===== config.mk =====
export PLATFORM = sky130hd
export DESIGN_NAME = serial_frame_sender
export DESIGN_NICKNAME = d
export VERILOG_FILES = /design/src/rtl/serial_frame_sender.sv
export SDC_FILE = /design/constraint.sdc
export NUM_CORES = 1
export LEC_CHECK = 0
export CORE_UTILIZATION = 40
export CTS_BUF_LIST = sky130_fd_sc_hd__clkbuf_4
export DETAILED_ROUTE_END_ITERATION = 8
export HOLD_SLACK_MARGIN = 0.1
export PLACE_DENSITY = 0.61
export SKIP_CTS_REPAIR_TIMING = 1
export SLEW_MARGIN = 20
export SYNTH_ARGS = -nofsm -noshare
export SYNTH_HDL_FRONTEND = slang
export SYNTH_SLANG_ARGS = --single-unit

===== constraint.sdc =====
create_clock -name clk -period 2.7 [get_ports clk]
set_input_delay 0.27 -clock clk [delete_from_list [all_inputs] [get_ports clk]]
set_output_delay 0.27 -clock clk [all_outputs]
set_load 0.005 [all_outputs]

===== src/rtl/serial_frame_sender.sv =====
// Serial frame transmitter: start bit, 2-bit port, 4-bit length (MSB first),
// then 0..15 payload bits LSB first, followed by a one-period Done marker.
module serial_frame_sender (
    input  logic        clk,
    input  logic        rst,
    input  logic        clkEn,
    input  logic        start,
    input  logic [1:0]  portNum,
    input  logic [3:0]  len,
    input  logic [14:0] data,
    output logic        SerOut,
    output logic        Busy,
    output logic        DataValid,
    output logic        Done
);

    typedef enum logic [2:0] {
        IDLE,
        START,
        PORT,
        LEN,
        DATA,
        DONE
    } state_t;

    state_t      state_q, state_d;
    logic [3:0]  cnt_q, cnt_d;
    logic [3:0]  cnt_dec, cnt_inc;
    logic [1:0]  port_q, port_d;
    logic [3:0]  len_q, len_d;
    logic [14:0] data_q, data_d;
    logic        ser_q, ser_d;
    logic        busy_q, busy_d;
    logic        dv_q, dv_d;
    logic        done_q, done_d;

    // Outputs are computed for the state being entered so they are all registered.
    always_comb begin
        state_d = state_q;
        cnt_d   = cnt_q;
        port_d  = port_q;
        len_d   = len_q;
        data_d  = data_q;
        ser_d   = ser_q;
        busy_d  = busy_q;
        dv_d    = dv_q;
        done_d  = done_q;
        cnt_dec = cnt_q - 4'd1;
        cnt_inc = cnt_q + 4'd1;

        if (clkEn) begin
            case (state_q)
                IDLE: begin
                    if (start) begin
                        state_d = START;
                        port_d  = portNum;
                        len_d   = len;
                        data_d  = data;
                        ser_d   = 1'b0;
                        busy_d  = 1'b1;
                    end
                end
                START: begin
                    state_d = PORT;
                    cnt_d   = 4'd1;
                    ser_d   = port_q[1];
                end
                PORT: begin
                    if (cnt_q == 4'd0) begin
                        state_d = LEN;
                        cnt_d   = 4'd3;
                        ser_d   = len_q[3];
                    end else begin
                        cnt_d   = cnt_dec;
                        ser_d   = port_q[0];
                    end
                end
                LEN: begin
                    if (cnt_q != 4'd0) begin
                        cnt_d   = cnt_dec;
                        ser_d   = len_q[cnt_dec[1:0]];
                    end else if (len_q == 4'd0) begin
                        state_d = DONE;
                        ser_d   = 1'b1;
                        done_d  = 1'b1;
                    end else begin
                        state_d = DATA;
                        cnt_d   = 4'd0;
                        ser_d   = data_q[0];
                        dv_d    = 1'b1;
                    end
                end
                DATA: begin
                    if (cnt_q == len_q - 4'd1) begin
                        state_d = DONE;
                        cnt_d   = 4'd0;
                        ser_d   = 1'b1;
                        dv_d    = 1'b0;
                        done_d  = 1'b1;
                    end else begin
                        cnt_d   = cnt_inc;
                        ser_d   = data_q[cnt_inc];
                    end
                end
                DONE: begin
                    state_d = IDLE;
                    cnt_d   = 4'd0;
                    ser_d   = 1'b1;
                    busy_d  = 1'b0;
                    done_d  = 1'b0;
                end
                default: begin
                    state_d = IDLE;
                    cnt_d   = 4'd0;
                    ser_d   = 1'b1;
                    busy_d  = 1'b0;
                    dv_d    = 1'b0;
                    done_d  = 1'b0;
                end
            endcase
        end
    end

    always_ff @(posedge clk) begin
        if (rst) begin
            state_q <= IDLE;
            cnt_q   <= 4'd0;
            port_q  <= 2'd0;
            len_q   <= 4'd0;
            data_q  <= 15'd0;
            ser_q   <= 1'b1;
            busy_q  <= 1'b0;
            dv_q    <= 1'b0;
            done_q  <= 1'b0;
        end else begin
            state_q <= state_d;
            cnt_q   <= cnt_d;
            port_q  <= port_d;
            len_q   <= len_d;
            data_q  <= data_d;
            ser_q   <= ser_d;
            busy_q  <= busy_d;
            dv_q    <= dv_d;
            done_q  <= done_d;
        end
    end

    assign SerOut    = ser_q;
    assign Busy      = busy_q;
    assign DataValid = dv_q;
    assign Done      = done_q;

endmodule

### I/O nets highlighted, run 1

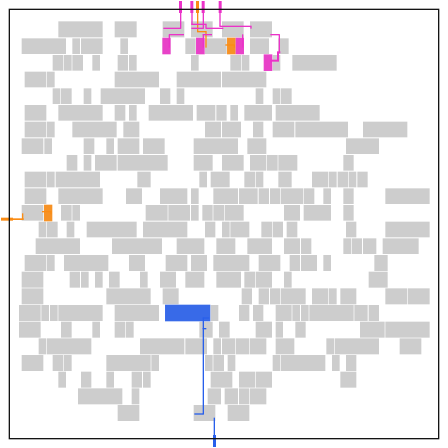
port	colour	bits	direction	edge	end cells	buffers	wire
SerOut	blue	1	output	bottom	1	1	21.3 microns
portNum	orange	2	input	1 left, 1 top	2	2	13.1 microns
len	magenta	4	input	top	4	4	42.7 microns

### Pin map, run 1

Pins as bars across the die edge, other pins in grey.
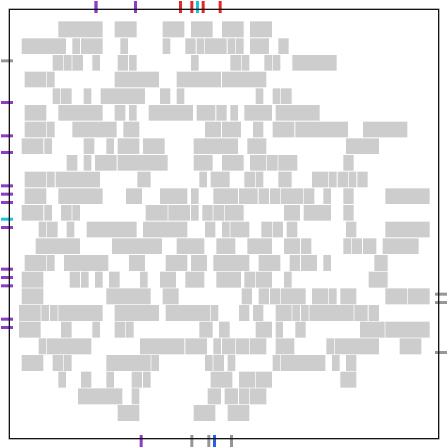
port	colour	pins	direction	edge
len	red	4	input	top
data	purple	15	input	12 left, 2 top, 1 bottom
portNum	cyan	2	input	1 left, 1 top
SerOut	blue	1	output	bottom
all pins by edge	14 left, 7 top, 5 bottom, 3 right

### Wiring by layer, run 1

Bar = 20 microns.
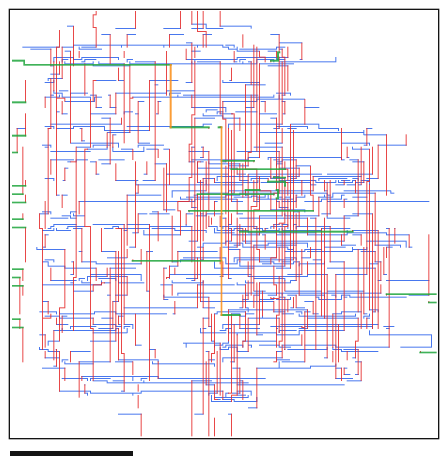
layer	colour	wire length
met3	green	161 microns
met4	orange	40.8 microns
met2	red	1990 microns
met1	blue	2130 microns

==> out/qor.json, run 1 <==
{
  "status": "finished clean",
  "area_delta_synth_final_pct": 20.1,
  "wl_microns": 4320,
  "synth_xor_xnor_area_share_pct": 4.15,
  "seq_cell_power_uw": 531,
  "tritoncts.num_buffers": 5,
  "worst-path-stages": 7,
  "most-common-layout-cells": "nand2_1 (52), a21oi_1 (33), dfxtp_1 (32), clkdlybuf4s50_1 (28), inv_1 (9)",
  "synth_area_leader_cell": "dfxtp_1",
  "grt_start_max_net_pins": 25,
  "synth_top_flop_cell": "dfxtp_1",
  "critical_path.max_stage_delay_ns": 0.51,
  "wirelength_met1_microns": 2130,
  "grt_antenna_before_repair": 0,
  "max_cap_violations": 0,
  "core_area_sq_um": 4380,
  "grt_setup_unrepaired": "no",
  "filler_cell_count": 454,
  "pwr-share-comb_pct": 23.2,
  "total_tool_warning_count": 27,
  "dieArea_sq_um": 4870,
  "clock_path_buffers": 2,
  "async_s_r_ff_share_synth_pct": 0,
  "p_int_uw": 714,
  "clock_cell_area_share_pct": 2.27,
  "inv_count": 9,
  "multiInputGateArea_sq_um": 1090,
  "post_synth_mux_area_share_pct": 8.78,
  "drive_above_1_share_pct": 10.2,
  "die.size.x_microns": 69.8,
  "worst_hold_path.endpoint": "data_q[8]",
  "dp.final_hpwl_microns": 3130,
  "layout_worst_path_cycle_share_pct": 85.3,
  "worstSetupEndpointType": "flip-flop",
  "vias_per_cell": 5.50,
  "power.share.clock_pct": 25.4,
  "port_buffers": 28,
  "setup.reg_to_reg.worst_slack_ns": 0.40
}
### Clock distribution, run 1

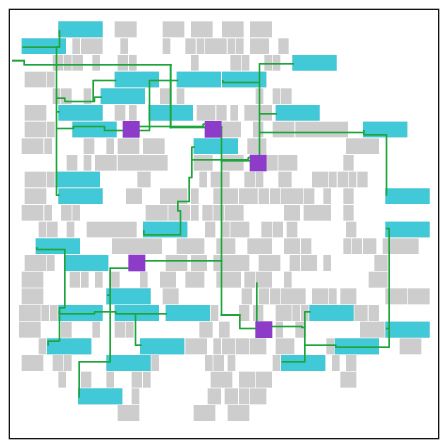

==> run 2: changes to the inputs <==
Settings changed: MAX_ROUTING_LAYER set to met4.
### Clock distribution, run 2

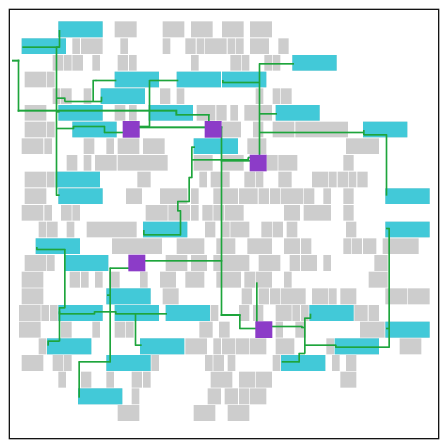
[flip-flops] cyan | count: 32
[clock wires] green | length: 432 microns
[cells driving clock nets] purple | count: 5
flops lie	all over the die
routed clock nets	6

### Cell placement, run 2

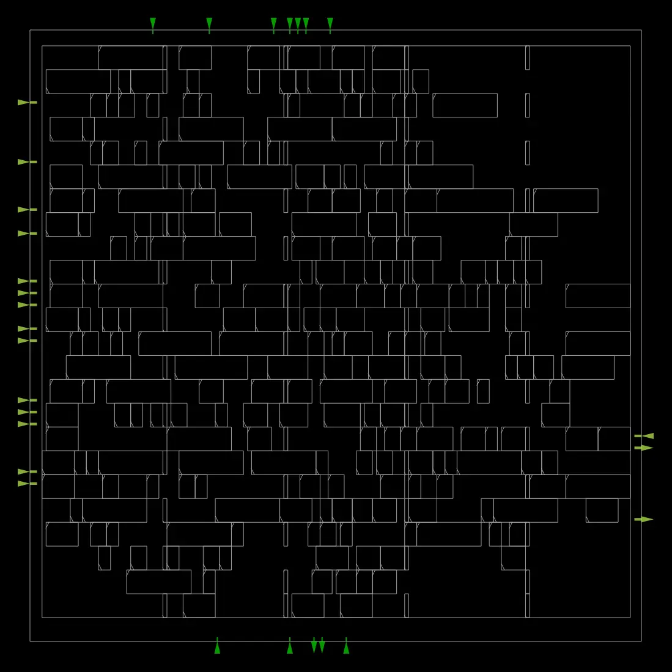
CORE AREA: 4380 sq um
count of fill cells added during filler insertion: 454
number of tap cells inserted: 52
filler-free cell count of the finished design: 306

==> run 2 against run 1 <==
Compared with the run above: routed wire length grew 0.28%; combinational power is essentially flat; first-iteration DRC count shrank 17%; critical endpoint unchanged; setup slack better by 0.0088 ns; clock skew about the same; synthesized cell count is the same; synthesized area unchanged; sequential cell count unchanged.
==> out/qor.json, run 2 <==
{
  "area_delta_synth_final_pct": 20.1,
  "wirelength_met1_microns": 2100,
  "most-common-layout-cells": "nand2_1 (52), a21oi_1 (33), dfxtp_1 (32), clkdlybuf4s50_1 (28), inv_1 (9)",
  "dp.final_hpwl_microns": 3130,
  "grt_start_max_net_pins": 25,
  "synth_top_flop_cell": "dfxtp_1",
  "drive_above_1_share_pct": 10.2,
  "die.size.x_microns": 69.8,
  "setup.reg_to_reg.worst_slack_ns": 0.41,
  "status": "finished clean",
  "tritoncts.num_buffers": 5,
  "max_cap_violations": 0,
  "worst-path-stages": 7,
  "p_int_uw": 714,
  "multiInputGateArea_sq_um": 1090,
  "layout_worst_path_cycle_share_pct": 84.9,
  "dieArea_sq_um": 4870,
  "seq_cell_power_uw": 531,
  "port_buffers": 28,
  "worst_hold_path.endpoint": "data_q[8]",
  "inv_count": 9,
  "clock_cell_area_share_pct": 2.27,
  "pwr-share-comb_pct": 23.2,
  "total_tool_warning_count": 27,
  "critical_path.max_stage_delay_ns": 0.51,
  "wl_microns": 4340,
  "synth_xor_xnor_area_share_pct": 4.15,
  "async_s_r_ff_share_synth_pct": 0,
  "post_synth_mux_area_share_pct": 8.78
}
### Pin map, run 2

Pins as bars across the die edge, other pins in grey.
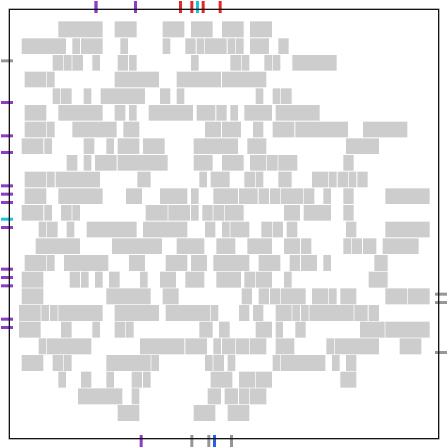
port	colour	pins	direction	edge
data	purple	15	input	12 left, 2 top, 1 bottom
SerOut	blue	1	output	bottom
portNum	cyan	2	input	1 left, 1 top
len	red	4	input	top
all pins by edge	14 left, 7 top, 5 bottom, 3 right

### I/O nets highlighted, run 2

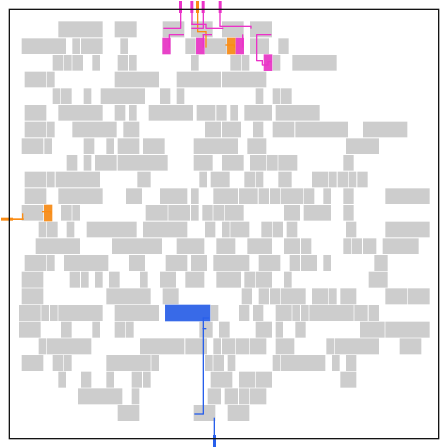

==> run 3: changes to the inputs <==
Settings changed: PLACE_DENSITY 0.61 to 0.64.
Clock period 2.7 ns to 1.87 ns, I/O delays scaled along.
### I/O nets highlighted, run 3

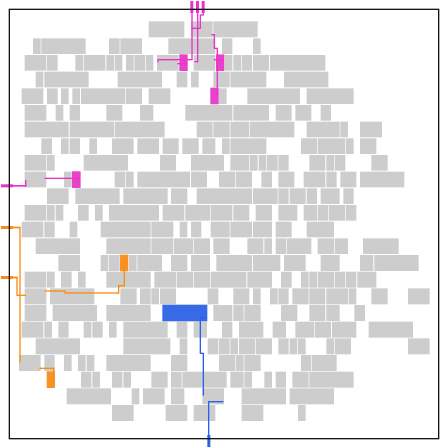
port	colour	bits	direction	edge	end cells	buffers	wire
SerOut	blue	1	output	bottom	1	1	21.9 microns
portNum	orange	2	input	left	2	2	51.2 microns
len	magenta	4	input	3 top, 1 left	4	4	50.0 microns

### Pin map, run 3

Pins as bars across the die edge, other pins in grey.
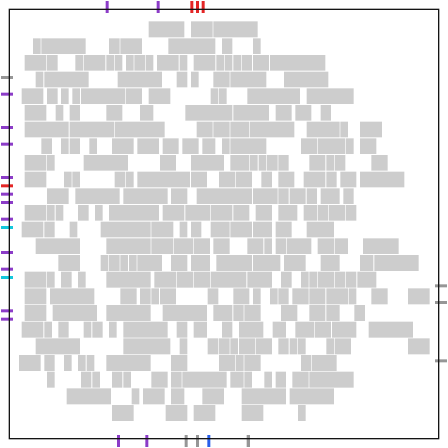
port	colour	pins	direction	edge
SerOut	blue	1	output	bottom
data	purple	15	input	11 left, 2 bottom, 2 top
portNum	cyan	2	input	left
len	red	4	input	3 top, 1 left
all pins by edge	15 left, 6 bottom, 5 top, 3 right

==> run 3 against run 2 <==
Compared with the run above: the run now ends with negative setup slack left; sequential power is 41% higher; sequential cell count stayed put; routed wire length is 8.7% higher; critical path depth stayed put; fmax is 18% higher; count of clock-buffer cells in the layout is 1 higher; core utilization is 9.8 points higher; total power is 62% higher; synthesized area stayed put; clock power is 61% higher; critical path type unchanged; largest power group unchanged; highest routed layer unchanged.
==> out/qor.json, run 3 <==
{
  "max_cap_violations": 0,
  "layout_worst_path_cycle_share_pct": 104,
  "violations_in_the_final_reports": "negative setup slack",
  "die.size.x_microns": 69.8,
  "wl_microns": 4720,
  "multiInputGateArea_sq_um": 1190,
  "finalSetupViolations": 1,
  "core_area_sq_um": 4380,
  "dp.final_hpwl_microns": 3520,
  "async_s_r_ff_share_synth_pct": 0,
  "finalWorstSetupSlack_ns": -0.0759,
  "tritoncts.num_buffers": 5,
  "worst_hold_path.endpoint": "data_q[8]",
  "grt_antenna_before_repair": 0,
  "pwr-share-comb_pct": 29.8,
  "post_synth_mux_area_share_pct": 8.78,
  "inv_count": 9,
  "seq_cell_power_uw": 749,
  "vias_per_cell": 5.41,
  "worst-path-stages": 7,
  "floorplan.tapcells": 52,
  "clock_path_buffers": 2,
  "port_buffers": 28,
  "status": "finished, violations left",
  "grt_start_max_net_pins": 22
}
### Wiring by layer, run 3

Bar = 20 microns.
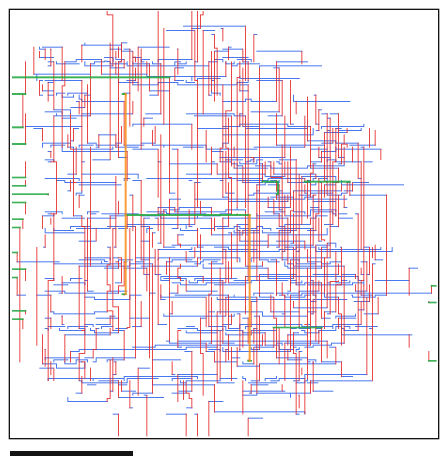
layer	colour	wire length
met2	red	2290 microns
met3	green	97.0 microns
met1	blue	2270 microns
met4	orange	56.4 microns

Power is estimated from default activity; no workload was simulated.
